Metal 4:
(1.5 px per um) Supply wires on this layer in grey. Cells faint in the background.
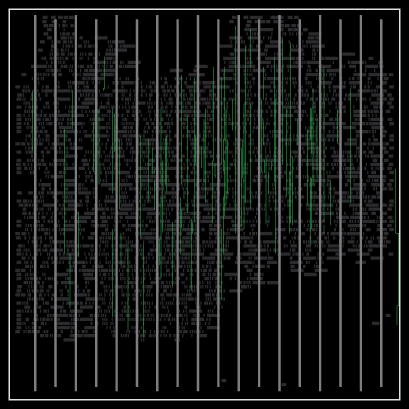
Track usage over the die:
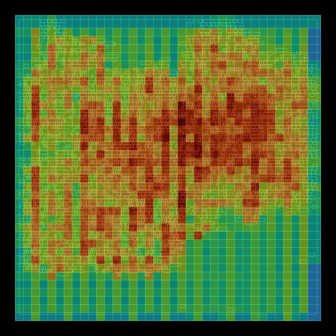
Met3 routing:
(2 px per um) Cells faint in the background.
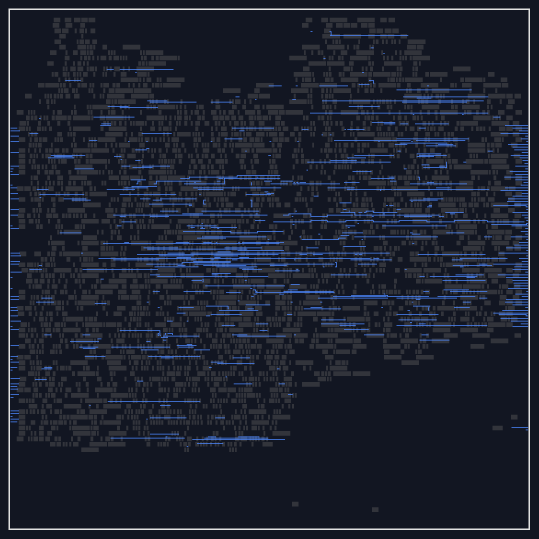
--- config.mk ---
export PLATFORM = sky130hd
export DESIGN_NAME = mult_div_unit
export DESIGN_NICKNAME = d
export VERILOG_FILES = /design/src/rtl/mult_div_unit.sv
export SDC_FILE = /design/constraint.sdc
export NUM_CORES = 1
export LEC_CHECK = 0
export ABC_AREA = 1
export CAP_MARGIN = 20
export CORE_MARGIN = 3
export CORE_UTILIZATION = 30
export DETAILED_ROUTE_END_ITERATION = 8
export SLEW_MARGIN = 10
export SYNTH_ARGS = -nofsm -noshare
export SYNTH_HDL_FRONTEND = slang
export SYNTH_SLANG_ARGS = --single-unit
--- constraint.sdc ---
create_clock -name clock -period 2.7 [get_ports clock]
set_clock_uncertainty 0.2 [all_clocks]
set_input_delay 0.54 -clock clock [delete_from_list [all_inputs] [get_ports clock]]
set_output_delay 0.54 -clock clock [all_outputs]
set_load 0.02 [all_outputs]
--- src/rtl/mult_div_unit.sv ---
// Iterative 32-bit multiply/divide unit producing the MIPS HI/LO pair.
// Fixed 34-edge sequence: accept, 32 radix-2 iterations, sign fix-up.
`timescale 1ns/1ps
module mult_div_unit (
    input  logic        clock,
    input  logic        reset_n,
    input  logic        start,
    input  logic [1:0]  op,
    input  logic [31:0] operand_a,
    input  logic [31:0] operand_b,
    input  logic        hi_write,
    input  logic        lo_write,
    input  logic [31:0] write_data,
    output logic        busy,
    output logic        done,
    output logic [31:0] hi,
    output logic [31:0] lo
);

    typedef enum logic [1:0] {StIdle, StRun, StFix} state_e;

    state_e      state_q, state_d;
    logic [4:0]  count_q, count_d;
    logic [63:0] acc_q, acc_d;
    logic [31:0] mag_a_q, mag_a_d;
    logic [31:0] mag_b_q, mag_b_d;
    logic        is_div_q, is_div_d;
    logic        neg_q, neg_d;
    logic        a_neg_q, a_neg_d;
    logic        div_zero_q, div_zero_d;
    logic [31:0] hi_q, hi_d;
    logic [31:0] lo_q, lo_d;
    logic        busy_q, busy_d;
    logic        done_q, done_d;

    logic        start_a_neg, start_b_neg;
    logic [32:0] mul_sum;
    logic [32:0] div_shift;
    logic [32:0] div_diff;
    logic [63:0] product;
    logic [31:0] quotient;
    logic [31:0] remainder;

    assign start_a_neg = ~op[0] & operand_a[31];
    assign start_b_neg = ~op[0] & operand_b[31];

    // Multiply: add into the upper half, then shift the whole accumulator right.
    assign mul_sum   = {1'b0, acc_q[63:32]} + (mag_b_q[0] ? {1'b0, mag_a_q} : 33'd0);
    // Divide: partial remainder lives in acc[63:32], quotient bits enter acc[31:0].
    assign div_shift = {acc_q[63:32], mag_a_q[31]};
    assign div_diff  = div_shift - {1'b0, mag_b_q};

    assign product   = neg_q ? (64'd0 - acc_q) : acc_q;
    assign quotient  = div_zero_q ? 32'hFFFF_FFFF : (neg_q ? (32'd0 - acc_q[31:0]) : acc_q[31:0]);
    assign remainder = a_neg_q ? (32'd0 - acc_q[63:32]) : acc_q[63:32];

    always_ff @(posedge clock or negedge reset_n) begin
        if (!reset_n) begin
            state_q <= StIdle;
        end else begin
            state_q <= state_d;
        end
    end

    always_comb begin
        state_d = state_q;
        case (state_q)
            StIdle:  if (start) state_d = StRun;
            StRun:   if (count_q == 5'd31) state_d = StFix;
            StFix:   state_d = StIdle;
            default: state_d = StIdle;
        endcase
    end

    always_comb begin
        count_d    = count_q;
        acc_d      = acc_q;
        mag_a_d    = mag_a_q;
        mag_b_d    = mag_b_q;
        is_div_d   = is_div_q;
        neg_d      = neg_q;
        a_neg_d    = a_neg_q;
        div_zero_d = div_zero_q;
        hi_d       = hi_q;
        lo_d       = lo_q;
        done_d     = 1'b0;
        busy_d     = (state_d != StIdle);
        case (state_q)
            StIdle: begin
                if (start) begin
                    is_div_d   = op[1];
                    neg_d      = start_a_neg ^ start_b_neg;
                    a_neg_d    = start_a_neg;
                    div_zero_d = (operand_b == 32'd0);
                    mag_a_d    = start_a_neg ? (32'd0 - operand_a) : operand_a;
                    mag_b_d    = start_b_neg ? (32'd0 - operand_b) : operand_b;
                    acc_d      = 64'd0;
                    count_d    = 5'd0;
                end else begin
                    if (hi_write) hi_d = write_data;
                    if (lo_write) lo_d = write_data;
                end
            end
            StRun: begin
                count_d = count_q + 5'd1;
                if (is_div_q) begin
                    mag_a_d = {mag_a_q[30:0], 1'b0};
                    if (!div_diff[32]) begin
                        acc_d = {div_diff[31:0], acc_q[30:0], 1'b1};
                    end else begin
                        acc_d = {div_shift[31:0], acc_q[30:0], 1'b0};
                    end
                end else begin
                    mag_b_d = {1'b0, mag_b_q[31:1]};
                    acc_d   = {mul_sum, acc_q[31:1]};
                end
            end
            StFix: begin
                done_d = 1'b1;
                if (is_div_q) begin
                    hi_d = remainder;
                    lo_d = quotient;
                end else begin
                    hi_d = product[63:32];
                    lo_d = product[31:0];
                end
            end
            default: ;
        endcase
    end

    always_ff @(posedge clock or negedge reset_n) begin
        if (!reset_n) begin
            count_q    <= 5'd0;
            acc_q      <= 64'd0;
            mag_a_q    <= 32'd0;
            mag_b_q    <= 32'd0;
            is_div_q   <= 1'b0;
            neg_q      <= 1'b0;
            a_neg_q    <= 1'b0;
            div_zero_q <= 1'b0;
            hi_q       <= 32'd0;
            lo_q       <= 32'd0;
            busy_q     <= 1'b0;
            done_q     <= 1'b0;
        end else begin
            count_q    <= count_d;
            acc_q      <= acc_d;
            mag_a_q    <= mag_a_d;
            mag_b_q    <= mag_b_d;
            is_div_q   <= is_div_d;
            neg_q      <= neg_d;
            a_neg_q    <= a_neg_d;
            div_zero_q <= div_zero_d;
            hi_q       <= hi_d;
            lo_q       <= lo_d;
            busy_q     <= busy_d;
            done_q     <= done_d;
        end
    end

    assign busy = busy_q;
    assign done = done_q;
    assign hi   = hi_q;
    assign lo   = lo_q;

endmodule

==> flow_metrics.py <==
# Flow results
metrics = {
    "setup_path": {
        "required_ns": 2.92,
        "crit_buf_inv": 2,
        "critPathArrivalTime_ns": 2.99,
        "cpPeakStageDelay_ns": 0.50,
        "crit_start": "mag_b_q[0]$_DFFE_PN0P_",
        "crit_type": "register to register",
        "reg2regPathDepth": 13,
        "critPathCaptureType": "register",
        "crit_family": "simple AND/OR/NAND/NOR gates",
        "crit_end": "acc_q[45]$_DFFE_PN0P_",
        "slowest_stage": "dfrtp_2",
        "critical_path_depth": 13,
    },
    "place": {
        "post-place-ws_ns": -0.143,
        "placed_area_um2": 23600,
        "routabilityCongestion": 0.979,
        "portBuffers": 168,
    },
    "timing": {
        "setup-violations-final": 3,
        "fin_crit_ns": 2.77,
        "grt_setup_unrepaired": "true",
        "worst_slack_ns": -0.0651,
        "finalMaxSlewViolations": 0,
        "setup-tns-final_ns": -0.0778,
        "hold_violations": 0,
        "hold_ws_ns": 0.284,
        "min_period_over_period": 1.02,
    },
    "finish": {
        "nNonClkInverters": 491,
        "final_cells": 4473,
        "largest_class": "logic gates",
        "utilization": 0.397,
        "area_delta_synth_final_pct": 30.5,
        "antennaDiodeCount": 1,
        "seq_area_um2": 5140,
        "regMostFlops": "acc_q",
        "nets": 3786,
        "layout_top_cell": "nand2_1",
        "area_share_nonclk_buffers": 0.153,
        "sh_seq_area": 0.205,
        "largest_reg_flops": 64,
        "layout_top_cells": "1066 x nand2_1, 467 x inv_1, 307 x nor2_1",
    },
    "clocking": {
        "h-tree-depth": 1,
        "post-cts-setup-buffers": 2,
        "cts_hold_buf": 1,
        "cts_resized": 24,
        "cts_made_buffers": 24,
        "cts_tree": "done",
    },
    "power": {
        "p_comb_mw": 28.2,
        "swShare": 0.542,
        "ir_worst_vdd_mv": 0.582,
        "pwr-share-comb": 0.752,
        "p_per_area_nw_per_um2": 1490,
        "clock_net_power_mw": 3.32,
        "leakagePower_nw": 12.8,
    },
    "route": {
        "drt-met1-wl_um": 33900,
        "dr_wl_met2_um": 35700,
        "first_pass_iters": 6,
        "drtIter0Drc": 1673,
        "topRoutingLayerUsed": "met5",
        "wl_met3_um": 5430,
        "viasPerCell": 5.00,
    },
    "synth": {
        "ys_sh_aoi": 0.149,
        "async_flop_share": 1.00,
        "top_cells_by_area": "dfrtp_1 27%, nand2_1 21%, inv_1 9.3%",
        "mux_area_frac": 0,
        "yosys_most_used_dff": "dfrtp_1",
        "synthCells": 3266,
        "synth.avg_cell_area_um2": 5.89,
        "synth-cells-yosys": 3266,
        "ys_types": 49,
        "logic_family": "simple AND/OR/NAND/NOR gates",
        "netlist_area_um2": 19200,
        "synth_adder_area_share": 0.0482,
        "ys.warnings.count": 0,
        "synth.net_count": 3442,
    },
    "job": {
        "cap_violations": 0,
    },
    "floorplan": {
        "rows": 92,
        "chipWidth_um": 259,
        "num_tap_cells": 846,
        "chipArea_um2": 67200,
    },
    "hold_path": {
        "hp-class": "register to register",
        "worst_hold_path.num_cells": 2,
        "worstHoldEndpoint": "lo[7]$_DFFE_PN0P_",
    },
    "global_routing": {
        "antenna_found_initial": 2,
        "grt_overflow_total": 0,
    },
    "status": {
        "violations": "setup timing",
        "status": "finished, violations left",
    },
}
Back to the opening pictures, 'metal 4':
main direction: vertical
share of all routed wire: 4.9%
longest straight run: 138 um
nets with wire on the layer: 71
wire length on this layer: 3870 um
Detailed Route WL: 78900 um
vias after detailed routing: 22300

Back to the opening pictures, 'track usage over the die':
met2 Track Usage GR: 0.375
drt wl/cell: 17.6 um
met3 usage: 0.0339

Back to the opening pictures, 'met3 routing':
main direction: horizontal
longest straight run: 136 um
nets with wire on the layer: 388
share of all routed wire: 6.9%

==> synthesized netlist by cell type, types with 2 or more instances <==
library cell  number
o221ai_1          10
o21bai_1          14
a31oi_1           16
ha_1              71
nand2_4            2
buf_6              6
fa_1               2
xor2_1            33
dfrtp_1          205
a22o_1             2
nand2_2           14
a21oi_1          198
and2_1             7
inv_2             11
o2111ai_1          3
o22ai_1           37
nand2_1         1087
clkinv_1           3
o31ai_1            8
or2_2              5
nor3_1            42
a21o_1             3
nand3_1          244
o211ai_1          17
o21ai_0          200
nor2_1           330
buf_2             19
buf_4              2
o21ai_1            6
inv_1            477
clkbuf_1          72
buf_1              8
xnor2_1           27
nand3b_1          15
nor2_2            10
nand3_2            2
nand4_1           42
o21ai_2            5
Power and IR drop assume default switching activity.
